`config.mk`:
```
export PLATFORM = sky130hd
export DESIGN_NAME = multiport_register_file
export DESIGN_NICKNAME = d
export VERILOG_FILES = /design/src/rtl/rf_pkg.sv /design/src/rtl/rf_scoreboard.sv /design/src/rtl/multiport_register_file.sv
export SDC_FILE = /design/constraint.sdc
export NUM_CORES = 2
export LEC_CHECK = 0
export CAP_MARGIN = 20
export CORE_ASPECT_RATIO = 1.1
export CORE_UTILIZATION = 30
export CTS_BUF_LIST = sky130_fd_sc_hd__clkbuf_4 sky130_fd_sc_hd__clkbuf_8 sky130_fd_sc_hd__clkbuf_16
export DETAILED_ROUTE_END_ITERATION = 16
export HOLD_SLACK_MARGIN = 0.15
export RECOVER_POWER = 100
export SYNTH_ARGS = -nofsm -noshare
export SYNTH_HDL_FRONTEND = slang
export SYNTH_SLANG_ARGS = --single-unit
```
`constraint.sdc`:
```
create_clock -name clk_i -period 4.6 [get_ports clk_i]
set_input_delay 0.46 -clock clk_i [delete_from_list [all_inputs] [get_ports clk_i]]
set_output_delay 0.46 -clock clk_i [all_outputs]
set_load 0.01 [all_outputs]
```
`src/rtl/rf_pkg.sv`:
```
// Shared constants and helpers for the multiport register file.
package rf_pkg;

    // Register that reads as zero when the zero-register option is on.
    localparam int ZERO_ADDR  = 0;

    // Upper bound on write ports handled by the priority helper.
    localparam int MAX_PORTS  = 16;
    localparam int PORT_IDX_W = 4;

    // Number of registers for a given address width.
    function automatic int rf_depth(input int addr_width);
        return 1 << addr_width;
    endfunction

    // Index of the highest-numbered asserted bit; 0 when no bit is set.
    // The caller checks the OR of hits separately to know whether a hit exists.
    function automatic logic [PORT_IDX_W-1:0] highest_port(input logic [MAX_PORTS-1:0] hits);
        logic [PORT_IDX_W-1:0] idx;
        idx = '0;
        for (int i = 0; i < MAX_PORTS; i++) begin
            if (hits[i]) begin
                idx = PORT_IDX_W'(i);
            end
        end
        return idx;
    endfunction

endpackage

```
`src/rtl/rf_scoreboard.sv`:
```
// Pending-write scoreboard: one busy bit per register plus a registered
// popcount. Issue sets a bit, any write to the register clears it, and a
// same-edge issue beats the clear because the newer producer is still pending.
module rf_scoreboard
    import rf_pkg::*;
#(
    parameter int ADDR_WIDTH  = 5,
    parameter int WRITE_PORTS = 2,
    parameter int ZERO_REG    = 1,
    parameter int DEPTH       = 32
) (
    input  logic                          clk_i,
    input  logic                          rst_ni,
    input  logic [WRITE_PORTS-1:0]        wr_en_i,
    input  logic [WRITE_PORTS*ADDR_WIDTH-1:0] wr_addr_i,
    input  logic                          issue_valid_i,
    input  logic [ADDR_WIDTH-1:0]         issue_addr_i,
    output logic [DEPTH-1:0]              busy_o,
    output logic [ADDR_WIDTH:0]           busy_count_o
);

    logic [DEPTH-1:0]    busy_q;
    logic [DEPTH-1:0]    busy_d;
    logic [ADDR_WIDTH:0] count_q;
    logic [ADDR_WIDTH:0] count_d;

    genvar gi;
    generate
        for (gi = 0; gi < DEPTH; gi++) begin : g_entry
            logic set_hit;
            logic clr_hit;

            // Any enabled write port targeting this register retires its producer.
            always_comb begin
                clr_hit = 1'b0;
                for (int w = 0; w < WRITE_PORTS; w++) begin
                    if (wr_en_i[w] && (wr_addr_i[w*ADDR_WIDTH +: ADDR_WIDTH] == ADDR_WIDTH'(gi))) begin
                        clr_hit = 1'b1;
                    end
                end
            end

            if ((ZERO_REG != 0) && (gi == ZERO_ADDR)) begin : g_zero
                assign set_hit = 1'b0;
            end else begin : g_normal
                assign set_hit = issue_valid_i && (issue_addr_i == ADDR_WIDTH'(gi));
            end

            assign busy_d[gi] = set_hit | (busy_q[gi] & ~clr_hit);
        end
    endgenerate

    // Population count of the next busy vector so the count tracks the bits on the same edge.
    always_comb begin
        count_d = '0;
        for (int a = 0; a < DEPTH; a++) begin
            count_d = count_d + (ADDR_WIDTH+1)'(busy_d[a]);
        end
    end

    // Busy bits and count register.
    always_ff @(posedge clk_i or negedge rst_ni) begin
        if (!rst_ni) begin
            busy_q  <= '0;
            count_q <= '0;
        end else begin
            busy_q  <= busy_d;
            count_q <= count_d;
        end
    end

    assign busy_o       = busy_q;
    assign busy_count_o = count_q;

endmodule

```
`src/rtl/multiport_register_file.sv`:
```
// N-read / M-write register file with optional write-to-read bypass,
// optional hardwired zero register and a pending-write scoreboard used by
// decode-stage hazard detection.
module multiport_register_file
    import rf_pkg::*;
#(
    parameter int DATA_WIDTH  = 32,
    parameter int ADDR_WIDTH  = 5,
    parameter int READ_PORTS  = 2,
    parameter int WRITE_PORTS = 2,
    parameter int ZERO_REG    = 1,
    parameter int BYPASS      = 1
) (
    input  logic                              clk_i,
    input  logic                              rst_ni,
    input  logic [READ_PORTS*ADDR_WIDTH-1:0]  read_address_i,
    output logic [READ_PORTS*DATA_WIDTH-1:0]  read_data_o,
    output logic [READ_PORTS-1:0]             read_busy_o,
    input  logic [WRITE_PORTS-1:0]            write_enable_i,
    input  logic [WRITE_PORTS*ADDR_WIDTH-1:0] write_address_i,
    input  logic [WRITE_PORTS*DATA_WIDTH-1:0] write_data_i,
    input  logic                              issue_valid_i,
    input  logic [ADDR_WIDTH-1:0]             issue_address_i,
    output logic [ADDR_WIDTH:0]               busy_count_o
);

    localparam int DEPTH = rf_depth(ADDR_WIDTH);

    logic [DATA_WIDTH-1:0] regs_q [DEPTH];
    logic [ADDR_WIDTH-1:0] wr_addr   [WRITE_PORTS];
    logic [DATA_WIDTH-1:0] wr_data   [WRITE_PORTS];
    logic [WRITE_PORTS-1:0] wr_en_eff;
    logic [DEPTH-1:0]      busy_vec;

    genvar gi;

    // Unpack write ports; writes to the zero register are dropped here so
    // neither storage, bypass nor scoreboard ever sees them.
    generate
        for (gi = 0; gi < WRITE_PORTS; gi++) begin : g_wport
            assign wr_addr[gi] = write_address_i[gi*ADDR_WIDTH +: ADDR_WIDTH];
            assign wr_data[gi] = write_data_i[gi*DATA_WIDTH +: DATA_WIDTH];
            if (ZERO_REG != 0) begin : g_zdrop
                assign wr_en_eff[gi] = write_enable_i[gi] && (wr_addr[gi] != ADDR_WIDTH'(ZERO_ADDR));
            end else begin : g_nodrop
                assign wr_en_eff[gi] = write_enable_i[gi];
            end
        end
    endgenerate

    // Storage: later ports overwrite earlier ones so the highest index wins a conflict.
    always_ff @(posedge clk_i or negedge rst_ni) begin
        if (!rst_ni) begin
            for (int a = 0; a < DEPTH; a++) begin
                regs_q[a] <= '0;
            end
        end else begin
            for (int w = 0; w < WRITE_PORTS; w++) begin
                if (wr_en_eff[w]) begin
                    regs_q[wr_addr[w]] <= wr_data[w];
                end
            end
        end
    end

    rf_scoreboard #(
        .ADDR_WIDTH  (ADDR_WIDTH),
        .WRITE_PORTS (WRITE_PORTS),
        .ZERO_REG    (ZERO_REG),
        .DEPTH       (DEPTH)
    ) u_scoreboard (
        .clk_i         (clk_i),
        .rst_ni        (rst_ni),
        .wr_en_i       (wr_en_eff),
        .wr_addr_i     (write_address_i),
        .issue_valid_i (issue_valid_i),
        .issue_addr_i  (issue_address_i),
        .busy_o        (busy_vec),
        .busy_count_o  (busy_count_o)
    );

    generate
        for (gi = 0; gi < READ_PORTS; gi++) begin : g_rport
            logic [ADDR_WIDTH-1:0] rd_addr;
            logic [MAX_PORTS-1:0]  rd_hits;
            logic [PORT_IDX_W-1:0] rd_win;
            logic [DATA_WIDTH-1:0] byp_data;
            logic [DATA_WIDTH-1:0] rd_val;
            logic                  rd_busy;
            logic                  rd_is_zero;
            logic                  issue_hit;

            assign rd_addr   = read_address_i[gi*ADDR_WIDTH +: ADDR_WIDTH];
            assign issue_hit = issue_valid_i && (issue_address_i == rd_addr);

            if (ZERO_REG != 0) begin : g_zchk
                assign rd_is_zero = (rd_addr == ADDR_WIDTH'(ZERO_ADDR));
            end else begin : g_nozchk
                assign rd_is_zero = 1'b0;
            end

            // Which write ports target this read address in the current cycle.
            always_comb begin
                rd_hits = '0;
                for (int w = 0; w < WRITE_PORTS; w++) begin
                    rd_hits[w] = wr_en_eff[w] && (wr_addr[w] == rd_addr);
                end
            end

            assign rd_win = highest_port(rd_hits);

            // Select the winning port's data for the bypass path.
            always_comb begin
                byp_data = '0;
                for (int w = 0; w < WRITE_PORTS; w++) begin
                    if (PORT_IDX_W'(w) == rd_win) begin
                        byp_data = wr_data[w];
                    end
                end
            end

            // Read data: stored value, optionally bypassed; zero register and reset force 0.
            always_comb begin
                rd_val = regs_q[rd_addr];
                if ((BYPASS != 0) && (|rd_hits)) begin
                    rd_val = byp_data;
                end
                if (rd_is_zero || !rst_ni) begin
                    rd_val = '0;
                end
            end

            // Busy view: registered bit, cleared early when a retiring write is visible on the bypass.
            always_comb begin
                rd_busy = busy_vec[rd_addr];
                if ((BYPASS != 0) && (|rd_hits) && !issue_hit) begin
                    rd_busy = 1'b0;
                end
                if (rd_is_zero) begin
                    rd_busy = 1'b0;
                end
            end

            assign read_data_o[gi*DATA_WIDTH +: DATA_WIDTH] = rd_val;
            assign read_busy_o[gi]                          = rd_busy;
        end
    endgenerate

endmodule

```
==> impl_metrics.py <==
# Auto-generated metrics
metrics = {
    "status": {
        "status": "complete, but fails checks",
        "violations": "negative setup slack",
    },
    "critical_path": {
        "cp_slowest_cell": "fa_1",
        "worstReg2RegEnd": "u_scoreboard.busy_count_o[4]",
        "worstPathCellList": "buf_8, buf_6, buf_6, nor2b_4, nand4_1, a32o_2, fa_1, inv_1, fa_1, fa_1, inv_2, fa_1, fa_1, inv_2, fa_1, fa_2, fa_2, inv_2, a21o_1, a21oi_2, xnor2_1",
        "reg2reg_from": "u_scoreboard.busy_o[20]",
        "r2r_setup_slack_ns": -0.46,
        "end_kind": "register",
        "critPathRequiredTime_ns": 5.26,
        "criticalPathCategory": "input pin to register",
        "path_delay_family": "adder cells",
        "path_buffers": 7,
        "cp_max_fo": 5,
        "worst_setup_path_start_kind": "input pin",
        "crit_path_frequent_cell": "fa_1",
        "cp.arrival_ns": 5.76,
        "slowest_delay_ns": 0.56,
    },
    "cts": {
        "cts-htree-levels": 3,
        "cts_buffer_depth": 3,
        "clk_pin_slew_ns": 0.07,
        "cts_num_sinks": 1062,
        "cts-root-buf": "clkbuf_16",
        "cts_tree": "yes",
    },
    "global_route": {
        "grt_max_degree": 175,
        "grt_overflow": 0,
        "antenna_found_initial": 17,
        "grt_pass1_wl_um": 439000,
    },
    "final_timing": {
        "finalWorstPathRequiredPeriod_ns": 5.10,
        "fin_crit_sh": 1.11,
        "hold_viol_final": 0,
        "finalMaxSlewViolations": 0,
        "timing.final.ws_setup_ns": -0.502,
        "worst_slew_pin_slew_ns": 1.29,
        "setup_viol": 5,
        "maxSlewHeadroom": 0.129,
        "rsz0062_at_grt": "true",
        "max_freq_mhz": 196,
    },
    "place": {
        "place_ws_ns": -1.80,
        "io_buffers": 165,
        "dp.cells": 9946,
        "gp_congestion": 0.960,
        "placed_area_um2": 75100,
        "hpwl_um": 188000,
    },
    "floorplan": {
        "ios": 166,
        "std_cell_rows": 184,
        "fp_util": 0.302,
        "die_x_um": 459,
        "die_h_um": 505,
        "coreArea_um2": 228000,
        "die-area_um2": 232000,
    },
    "synthesis": {
        "ys.flops": 1062,
        "yosys_most_used_dff": "dfrtp_1",
        "ys_seq_share": 0.385,
        "ys_warn_count": 0,
        "syn_avg_cell_area_um2": 9.70,
        "ys_cells": 7111,
        "synthesis.area_um2": 69000,
        "async_flop_share": 1.00,
        "syn_nets": 7237,
        "ys_types": 77,
        "edf_count": 0,
        "ys_chip_area_um2": 69000,
        "synth_cells": 7111,
    },
    "power_and_ir_drop": {
        "p_per_area_nw_per_um2": 453,
        "p_leak_uw": 0.0338,
        "power_uw": 36000,
        "vdd_drop_max_uv": 821,
    },
    "final_layout": {
        "num-fill-cells": 22900,
        "final_net_count": 7136,
        "lay_top_cells": "dfrtp_1, a21oi_1, nor2_1",
        "mostFrequentLayoutCell": "dfrtp_1",
        "final_cells": 10200,
        "final_area_um2": 79500,
    },
    "hold_path": {
        "min_path_cells": 5,
        "min_to": "u_scoreboard.busy_o[14]",
        "min_path_type": "input pin to register",
    },
    "routing": {
        "drcViolationCount": 0,
        "ant_nets": 0,
        "drt-pass1-iter-count": 6,
        "drt-initial-drc-count": 7990,
        "drt-vias-per-instance": 6.10,
    },
    "job": {
        "max_cap_violations": 0,
        "warnings": 52,
    },
}
sequential cells by signal (all words and copies together) (netlist names):
| name | flops |
|---|---|
| regs_q | 1024 |
| u_scoreboard.busy_count_o | 6 |
| u_scoreboard.busy_o | 32 |
final cells by class:
type,instances,area (µm²),share of cell area
timing repair buffer,677,6150,0.0774
clock inverter,43,626,0.00787
inverter,81,304,0.00383
multi-input combinational,5077,38600,0.486
antenna,12,30.0,0.000378
clock buffer,162,3350,0.0422
tap,3069,3840,0.0483
sequential,1062,26600,0.334
metal layers:
metal	share of wire	vias up	global-route usage
met4	0.084	8	0.190
met2	0.44	4460	0.393
met5	0.00019	-	0
met3	0.12	1208	0.0732
met1	0.36	30800	0.310
li1	-	25700	-
cell families after synthesis:
kind of cell / Yosys count / synth area share
buf+inv: 972 / 0.0626
mux: 1289 / 0.263
flops: 1062 / 0.385
compound gates: 1864 / 0.161
fa+ha+maj: 32 / 0.00842
simple gates: 1859 / 0.116
xor+xnor: 33 / 0.00419
power breakdown:
group,total [µW],switching (µW),internal (µW),leakage (µW)
logic,12300,5970,6320,0.0188
registers,13700,1910,11800,0.0130
clock network,10000,4310,5700,0.00197
cell usage after synthesis, types with 20 or more instances:
cell / instances / area (µm²)
inv_1: 68 / 255
o21ai_1: 24 / 120
o21ai_0: 434 / 2170
a22o_1: 84 / 736
dfrtp_1: 1062 / 26600
buf_4: 71 / 533
buf_2: 184 / 921
mux2_2: 230 / 2590
nor2b_1: 46 / 288
a221oi_2: 20 / 300
o22ai_1: 115 / 719
mux2i_1: 664 / 6650
nor2_1: 742 / 2790
nand2_1: 609 / 2290
nor4_1: 61 / 382
a21oi_1: 892 / 4460
a32oi_1: 121 / 1060
buf_1: 78 / 293
nand3_1: 29 / 145
buf_6: 23 / 259
mux4_2: 395 / 8900
clkbuf_1: 533 / 2000
a211oi_1: 50 / 375
nor3_1: 282 / 1410
fa_1: 24 / 480
metrics by stage:
step,TNS (ns),hold slack [ns],utilization
finish,-2.10,0.271,0.348
global route,-2.76,0.267,0.348
CTS,-3.73,0.254,0.347
detailed placement,-9.62,0.370,0.329
global placement,-9.93,0.366,0.329
floorplan,-6.57,0.164,-
worst max path at each step:
| stage | slack, ns | end | from |
|---|---|---|---|
| 2_1_floorplan | -1.32 | u_scoreboard.busy_count_o[4] | write_address_i[3] |
| 5_1_grt | -0.62 | u_scoreboard.busy_count_o[4] | write_address_i[2] |
| 3_5_place_dp | -1.80 | u_scoreboard.busy_count_o[4] | write_address_i[3] |
| 6_report | -0.50 | u_scoreboard.busy_count_o[4] | write_address_i[2] |
| 4_1_cts | -0.78 | u_scoreboard.busy_count_o[4] | write_address_i[2] |
| 3_3_place_gp | -1.85 | u_scoreboard.busy_count_o[4] | write_address_i[3] |
repair_timing:
item                                   in CTS  in global routing
setup endpoints to repair                   6                  6
hold buffers                                3                  0
pin swaps                                  24                 29
endpoints found under the hold margin     127                  0
setup buffers                               9                  9
resized                                    41                 69
==> images/m3.png <==
Scale: 1 px per µm.
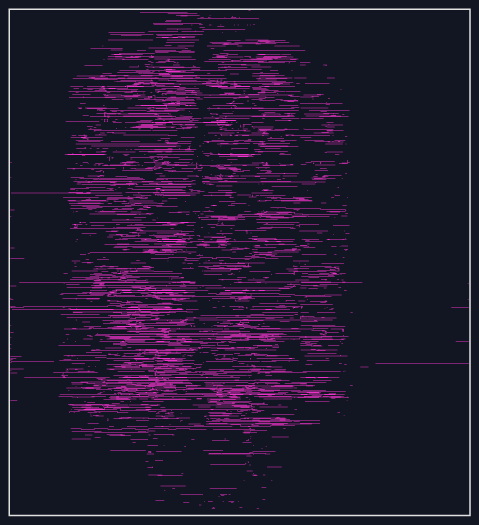
nets with wire on the layer = 869
wire length on this layer = 36.4 mm
longest straight run = 243 µm
vias: 62100
Detailed Route WL: 309000 µm
GR Layer Usage met3: 0.0732

==> images/route_heat.png <==
23 x 25 tiles, from black (low) to pale yellow (high), scaled to the fullest tile. Values are wire area over tile area, all layers added.
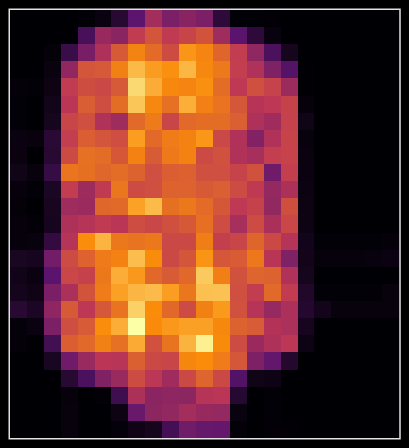
densest ninth of the die = centre
fullest tile = 0.75
tiles over half the peak = 38%
emptiest ninth of the die = south-east
drt wl/cell: 30.3 µm
All-Layer GR Usage: 0.258

==> images/ff_map.png <==
Scale: 1 px per µm. Other cells in grey.
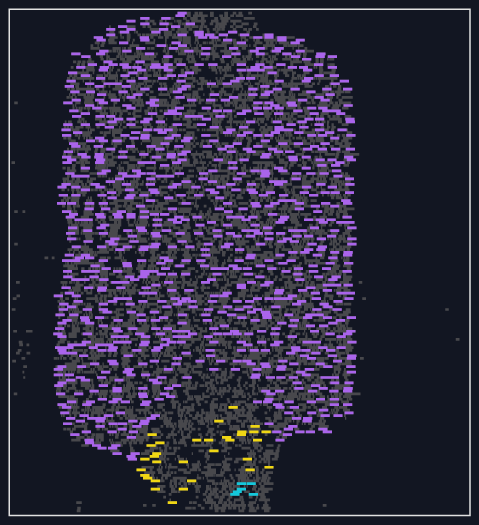
u_scoreboard.busy_o -> yellow  # placed flops 32, where south
regs_q -> purple  # placed flops 1024
u_scoreboard.busy_count_o -> cyan  # placed flops 6, where south

==> images/clock_nets.png <==
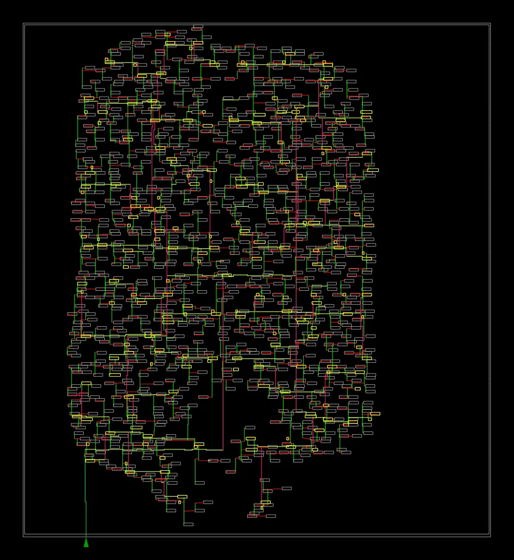
clkbuf count: 162
Latency at later pin: 0.78 ns
clock-net power: 10000 µW
clk_skew: 0.00906 ns
total CTS buffers: 111

Power and IR drop assume default switching activity.
